Fig. 1: clock distribution
(6 px per um)
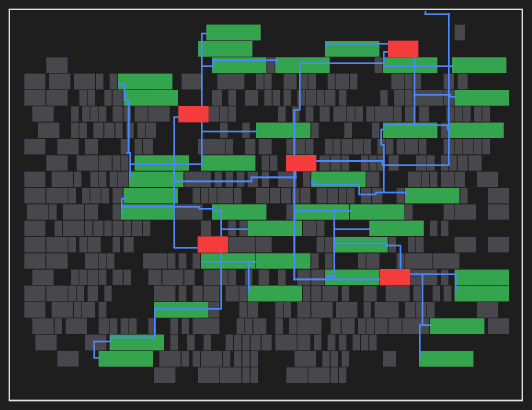
Fig. 2: I/O pins on the die edge
(3 px per um) Pins as bars across the die edge, other pins in grey.
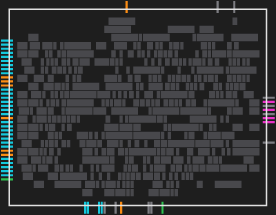
Design uart_tx_arbiter, sky130hd; sources not shown.
==> results.json <==
{
  "worstSetupStartpointType": "primary input",
  "ff_type": "dfrtp_1",
  "syn_inst": 358,
  "die-area_um2": 5540,
  "status": "completed",
  "grtUsageMet3_pct": 7.77,
  "powerClk_uw": 208,
  "synth_top_cell_by_area": "dfrtp_1",
  "comb_share_pct": 41.3,
  "syn_avg_cell_area_um2": 6.92,
  "clockBufferDepth": 2,
  "path_cells": "clkdlybuf4s50_1 > inv_1 > nand2_1 > nand2_1 > nand2_1 > nand2_1 > a21oi_1 > nand2_1 > nand2_4 > inv_2 > ha_1 > nand2_1 > o21ai_1",
  "fill_cells": 420,
  "final_cell_count_no_fill": 473,
  "post_cts_buffers": 0,
  "drive_above_1_share_pct": 7.75,
  "final_util_pct": 64.8,
  "cts-root-buf": "clkbuf_8",
  "worstPathMaxFanout": 27,
  "wirelength_um": 5950,
  "finalCritPeriodShare_pct": 58.7,
  "taps": 60,
  "grt_pass1_wl_um": 10200,
  "num-nonclk-inverters": 56,
  "wl_met2_um": 2680,
  "crit_path_end_kind": "flop",
  "drt-met1-wl_um": 2630,
  "ctsResizeCount": 0,
  "placed_area_um2": 3050,
  "flops": 37,
  "worst_pin_slew_ps": 821,
  "met3WireLength_um": 524,
  "yosys.area_share.aoi_pct": 6.62,
  "num_rows": 22,
  "cts_made_buffers": 5,
  "pwr-share-clk_pct": 11.2,
  "hold_viol_final": 0
}
About Fig. 1:
blue -> clock wires  # length 503 um
green -> flip-flops  # count 37
red -> cells driving clock nets  # count 5
routed clock nets = 6
Final Skew: 6.93 ps
worst skew pair latency: 300 ps

About Fig. 2:
cyan -> req_data  # pins 32, direction input, edge 28 left, 4 bottom
green -> cur_src  # pins 2, direction output, edge 1 bottom, 1 left
magenta -> gnt  # pins 4, direction output, edge right
orange -> uart_tx_data  # pins 8, direction output, edge 6 left, 1 bottom, 1 top
all pins by edge = 35 left, 10 bottom, 8 right, 3 top
IO buf count: 55
chip width: 85.3 um

-- placed cells by master, fill, tap and decap left out --
cell	instances
o22ai_1	7
clkdlybuf4s50_1	54
inv_2	4
nand3b_1	2
o31ai_1	1
nor2_1	26
xor2_1	1
or2_0	5
o21ai_1	3
o21a_1	1
nand2_1	114
a31oi_1	1
dfrtp_1	37
nor2_2	3
nand2_2	10
o21ai_0	13
nand3_2	3
ha_1	10
o32ai_1	1
buf_2	1
or2_1	2
nand3_1	42
clkbuf_1	1
clkbuf_8	6
nor2_4	2
nor3_1	1
a21oi_1	2
nand2_4	3
nand4_1	5
inv_1	52
Power figures rest on the tool's default switching activity, not on a simulated workload.
